[config.mk]
export PLATFORM = sky130hd
export DESIGN_NAME = reg_file_sb
export DESIGN_NICKNAME = d
export VERILOG_FILES = /design/src/rtl/reg_file_sb.sv
export SDC_FILE = /design/constraint.sdc
export NUM_CORES = 2
export LEC_CHECK = 0
export CAP_MARGIN = 5
export CORE_ASPECT_RATIO = 2
export CORE_MARGIN = 1.5
export CORE_UTILIZATION = 60
export DETAILED_ROUTE_END_ITERATION = 12
export PLACE_DENSITY = 0.84
export SYNTH_ARGS = -nofsm -noshare
export SYNTH_HDL_FRONTEND = slang
export SYNTH_SLANG_ARGS = --single-unit
[constraint.sdc]
create_clock -name clk -period 70.2 [get_ports clk]
set_clock_uncertainty 0.05 [all_clocks]
set_input_delay 14.04 -clock clk [delete_from_list [all_inputs] [get_ports clk]]
set_output_delay 14.04 -clock clk [all_outputs]
set_load 0.01 [all_outputs]
[src/rtl/reg_file_sb.sv]
// rtl/reg_file_sb.sv - 2R1W register file with busy scoreboard and debug tap
// Optional write-through forwarding on the read ports: define REGFILE_BYPASS_EN.
module reg_file_sb #(
  parameter int ADDRESS_WIDTH = 5,
  parameter int DATA_WIDTH    = 32,
  parameter int DEBUG_REG     = 10
) (
  input  logic                     clk,
  input  logic                     rst,
  input  logic [ADDRESS_WIDTH-1:0] AD1,
  input  logic [ADDRESS_WIDTH-1:0] AD2,
  output logic [DATA_WIDTH-1:0]    RD1,
  output logic [DATA_WIDTH-1:0]    RD2,
  output logic                     BUSY1,
  output logic                     BUSY2,
  input  logic [ADDRESS_WIDTH-1:0] AD3,
  input  logic                     WE3,
  input  logic [DATA_WIDTH-1:0]    WD3,
  input  logic                     ISSUE_EN,
  input  logic [ADDRESS_WIDTH-1:0] ISSUE_AD,
  output logic [ADDRESS_WIDTH:0]   PENDING,
  output logic [DATA_WIDTH-1:0]    a0
);

  localparam int NUM_REGS = 1 << ADDRESS_WIDTH;
  localparam int PW       = ADDRESS_WIDTH + 1;
  localparam logic [ADDRESS_WIDTH-1:0] DBG_IDX = ADDRESS_WIDTH'(DEBUG_REG);

  logic [DATA_WIDTH-1:0] regs [NUM_REGS];
  logic [NUM_REGS-1:0]   busy;
  logic [NUM_REGS-1:0]   busy_next;
  logic [PW-1:0]         pending_q;
  logic                  wb_valid;
  logic                  iss_valid;
  logic                  inc;
  logic                  dec;
  logic                  hit1;
  logic                  hit2;

  assign wb_valid  = WE3 && (AD3 != '0);
  assign iss_valid = ISSUE_EN && (ISSUE_AD != '0);

  always_ff @(posedge clk or posedge rst) begin
    if (rst) begin
      for (int i = 0; i < NUM_REGS; i++) begin
        regs[i] <= '0;
      end
    end else if (wb_valid) begin
      regs[AD3] <= WD3;
    end
  end

  // Issue is applied after writeback so a newer producer on the same register wins.
  always_comb begin
    busy_next = busy;
    if (wb_valid) begin
      busy_next[AD3] = 1'b0;
    end
    if (iss_valid) begin
      busy_next[ISSUE_AD] = 1'b1;
    end
    busy_next[0] = 1'b0;
  end

  always_comb begin
    inc = iss_valid && !busy[ISSUE_AD];
    dec = wb_valid && busy[AD3] && !(iss_valid && (ISSUE_AD == AD3));
  end

  always_ff @(posedge clk or posedge rst) begin
    if (rst) begin
      busy      <= '0;
      pending_q <= '0;
    end else begin
      busy      <= busy_next;
      pending_q <= pending_q + PW'(inc) - PW'(dec);
    end
  end

`ifdef REGFILE_BYPASS_EN
  assign hit1 = !rst && WE3 && (AD3 == AD1) && (AD1 != '0);
  assign hit2 = !rst && WE3 && (AD3 == AD2) && (AD2 != '0);
`else
  assign hit1 = 1'b0;
  assign hit2 = 1'b0;
`endif

  always_comb begin
    if (hit1) begin
      RD1 = WD3;
    end else if (AD1 == '0) begin
      RD1 = '0;
    end else begin
      RD1 = regs[AD1];
    end
    if (hit2) begin
      RD2 = WD3;
    end else if (AD2 == '0) begin
      RD2 = '0;
    end else begin
      RD2 = regs[AD2];
    end
  end

  assign BUSY1   = busy[AD1] && !hit1;
  assign BUSY2   = busy[AD2] && !hit2;
  assign PENDING = pending_q;
  assign a0      = regs[DBG_IDX];

endmodule

Fig. 1: the metal 4 layer
Supply wires on this layer in gray.
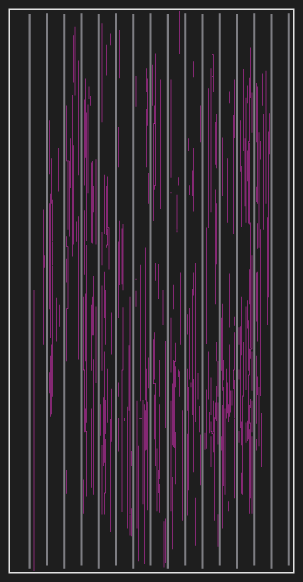
The longest straight run is 220 µm. The layer holds 8.0% of the routed length.
vias: 35700
WL final: 163000 µm

Fig. 2: signal wires by layer
Only two layers are drawn.
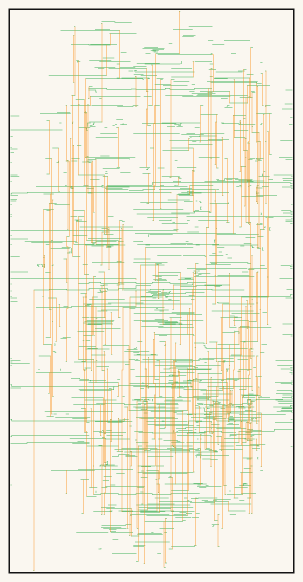
Key: metal 4 = orange [wire length 13100 µm]; metal 3 = green [wire length 12800 µm]
GRT Util Overall: 0.341
drt wl/cell: 33.8 µm

Fig. 3: layout detail
The bar under the picture is 10 µm long. Region (96, 206) to (126, 236) µm. Cells in gray, sequential cells in the stronger gray; small squares are vias.
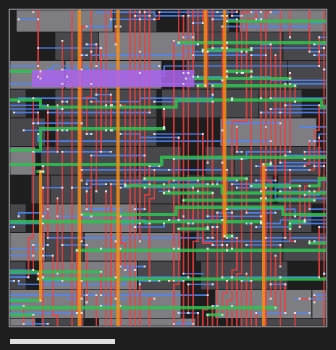
Key: metal 2 = red; metal 1 = blue; metal 4 = orange; metal 5 = purple; metal 3 = green
Netlist names of flops here include `regs` (12). Sequential cells in the window: 12. 40 logic cells have their middle in the window. Most frequent: mux2_2 (12), dfrtp_1 (12), mux4_2 (6).

Fig. 4: metal 1
Supply wires on this layer in gray.
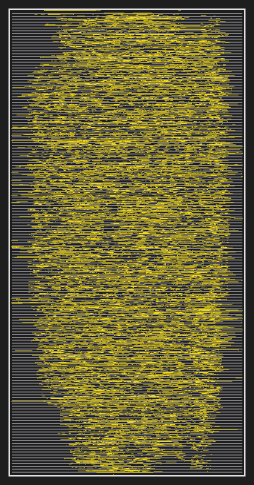
3387 nets have wire on it. The longest straight run is 81.4 µm. The layer carries 55.8 mm of wire. The layer holds 34% of the routed length. The wires run mostly horizontal.
GRT met1 Usage: 0.401

Fig. 5: clock nets
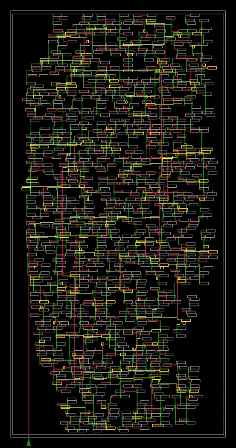
CLK BUF: 129
clk latency late pin: 0.70 ns
# clock sinks: 1061

==> CHANGELOG.md <==
### Changed

- Setup CP Type: in -> out
- Pwr per Cell Area: 28.6 nW/µm²
- Vias in the first global route: 38100
- Port Buffer Count: about 160
- Synth warnings: 0
- Global route total overflow: 0
- Post-Syn Area: between 50000 and 60000 µm²
- Reg-to-reg startpoint: busy[8]
- Top non-seq family: multiplexers
- Number of max-cap violations: 0
- Main flop type after synthesis: dfrtp_1
- Core Box Area: roughly 95000 µm²
- Slowest-stage cell, CP: buf_4
- FMAX: 30.8 MHz
- # rows: approximately 160
- Largest net degree at the start of global routing: 179
- Post-layout minimum cycle time: between 30 and 40 ns
- Post-detail-place hpwl: between 90000 and 100000 µm
- # Cells Yosys: 3659
- Worst slew pin tran: approximately 1.3 ns
- Antenna violations before repair: 8
- Post-DP Area: slightly below 60000 µm²
- Layout cells sized above 1: 0.510
- H-tree levels: 3
- Origin of the worst setup path: AD1[1]
- OpenROAD warning count: 33
- TritonCTS clock tree: done
- Initial DRC Count: roughly 3500
- Root buffer cell: clkbuf_16
- Area growth, synth to finish: 8.35%
- FF-to-FF path depth: 13
- Pins Over Slew Limit: 0
- Post-synth cell types: 52
- CP Depth: 8
- DRC: 0
- Most used cell, CP: buf_4
- Basic Gates by Area: 0.00914
- Max FO, Critical Path: between 70 and 80
- Die width: around 220 µm
- Post-layout power: about 0.0018 W
- Cycle use final: 0.463
- Top cells by area: dfrtp_1, mux4_2, mux2_2
- Floorplan Utilization: 0.606
- VDD IR max: 0.0000192 V
- First-pass GRT wire length: roughly 240000 µm
- Yosys adder share: 0.00165
- Design area: between 60000 and 70000 µm²
- Final RePlAce weighted congestion: 0.907
- Yosys stat area: 57600 µm²
- CP top delay family: buffers and inverters
- Die height: about 440 µm
- CTS Hold Bufs: 0
- Chip Footprint: about 100000 µm²
- Mapped Nets: 3722
- Seq share, synth: 0.461
- Setup crit end: RD1[22]
- Multiplexer share: 0.456
- CTS Buf Count: ~91
- Post-Route Setup TNS: 0 ns
- Run status: complete, no violations
- Crit Reg-Reg Endpoint: PENDING[4]
- Avg Cell Area, Syn: between 15 and 20 µm²
- CTS Buffer Depth: 3
- Async SR Flop Fraction: 1.00
- CP peak stage delay: 0.91 ns
- Arr. time, crit path: 18.39 ns
- Hold Fails Final Rpt: 0
- Area leader, netlist: dfrtp_1
- Slew headroom: 0.164
- Fin util: 0.657
- CTS-repair resized insts: 0
- Post-CTS Setup Inserts: 0
- I/O pin total: 160
- RSZ-0062 raised after global routing: false
- Worst Hold Class: reg -> reg
- Worst-path clk slew: around 0.070 ns
- Aoi share: 0.0253
- Area fraction in xor and xnor cells: 0.00152
- Startpoint types: input pin
- Nets: ~3600
- R2R setup slack: ~67 ns
- Gate Count Post-Synth: 3659
- Lkg Pwr: 26.7 nW
- Detail Route Antenna Nets: 0
- Buf+Inv Stages, Crit Path: 4
- Iteration count of the initial detailed-routing pass: 6
- CP required: 56.11 ns
- CP endpoint kind: primary output
- Vias per cell: approximately 7.4
- Share of the synthesized area in the top cell type: 0.461
- Final setup fails: 0
- Critical Path, Cell by Cell: buf_8 > buf_4 > buf_4 > mux4_2 > mux2i_1 > a221o_1 > a21oi_1 > clkdlybuf4s50_1
- Post-synth EDFFs: 0
- Synth flops: about 1100
==> sequential cells by signal, indices dropped and copies added, names as in the netlist <==
register  count
busy         31
regs        992
a0           32
PENDING       6
==> per-stage QoR <==
step | std cells | worst slack [ns] | hold WS, ns
floorplan | 3659 | 26.24 | 0.391
global placement | 4655 | 37.73 | 0.326
detailed placement | 4655 | 37.74 | 0.334
CTS | 4825 | 37.75 | 0.349
global route | 4826 | 37.52 | 0.360
finish | 4828 | 37.72 | 0.349
==> worst register-to-register path, delay by kind of cell, from the launching register on <==
family | cells | cell delay [ns]
flops | 1 | 0.43
fa+ha+maj | 3 | 0.89
xor+xnor | 1 | 0.13
compound gates | 3 | 0.65
simple gates | 1 | 0.14
mux | 2 | 0.84
buf+inv | 3 | 0.19
==> Yosys cell counts, drive strengths merged (4+ instances only) <==
cell,count
clkinv,56
a221o,64
nand4b,6
xnor2,8
mux4,597
nor2,26
nand2b,7
inv,23
mux2i,145
o21ai,36
a22o,9
mux2,1001
nand2,28
buf,240
a21oi,70
clkbuf,213
nand3,7
dfrtp,1061
a211oi,4
nor3,6
o22ai,5
nor2b,8
ha,6
==> layout by cell type (no fill, tap or decap), drive strengths merged, types with 7 or more instances in the layout <==
master	synthesis	layout
dfrtp	1061	1061
mux2	1001	1001
mux4	597	597
clkdlybuf4s50	0	149
mux2i	145	145
clkbuf	213	131
buf	240	83
clkinv	56	74
a21oi	70	70
a221o	64	64
o21ai	36	36
inv	23	28
nand2	28	28
nor2	26	26
bufinv	0	13
a22o	9	9
xnor2	8	8
nor2b	8	8
nand2b	7	7
nand3	7	7
==> worst min path at each step <==
stage | from | end | slack [ns] | cells past startpoint
finish | regs[1010] | regs[1010] | 0.35 | 0
global route | regs[1011] | regs[1011] | 0.36 | 0
CTS | regs[1010] | regs[1010] | 0.35 | 0
detailed placement | regs[1009] | regs[1009] | 0.33 | 0
global placement | regs[1006] | regs[1006] | 0.33 | 0
floorplan | regs[1000] | regs[1000] | 0.39 | 1
==> cells by family after synthesis <==
logic type | Yosys count
and+or+nand+nor | 101
AOI/OAI and AO/OA | 205
DFF | 1061
xor gates and xnor gates | 10
muxes | 1743
buffers and inverters | 532
adders and majority gates | 7
==> routing by layer <==
| metal | routed length (µm) | part of all wire | global-route usage |
|---|---|---|---|
| met1 | 55800 | 0.34 | 0.401 |
| met2 | 81600 | 0.50 | 0.566 |
| met3 | 12800 | 0.078 | 0.0625 |
| met4 | 13100 | 0.080 | 0.246 |
| met5 | 60 | 0.00037 | 0 |
==> power by group <==
part / switching [W] / internal (W) / total, W
registers: 0.0000966 / 0.000730 / 0.000826
clock network: 0.000238 / 0.000311 / 0.000550
logic: 0.000159 / 0.000253 / 0.000413
total: 0.000494 / 0.00129 / 0.00179
==> area by class of cell <==
class	instances	area [µm²]
fillers	6311	32600
multi-input cells	2066	28700
flip-flops and latches	1061	26600
clock buffers	129	2630
repair buffers	234	2180
well taps	1215	1520
clock inverters	41	581
inverters	79	309
diodes	3	7.51
Power is estimated from default activity; no workload was simulated.
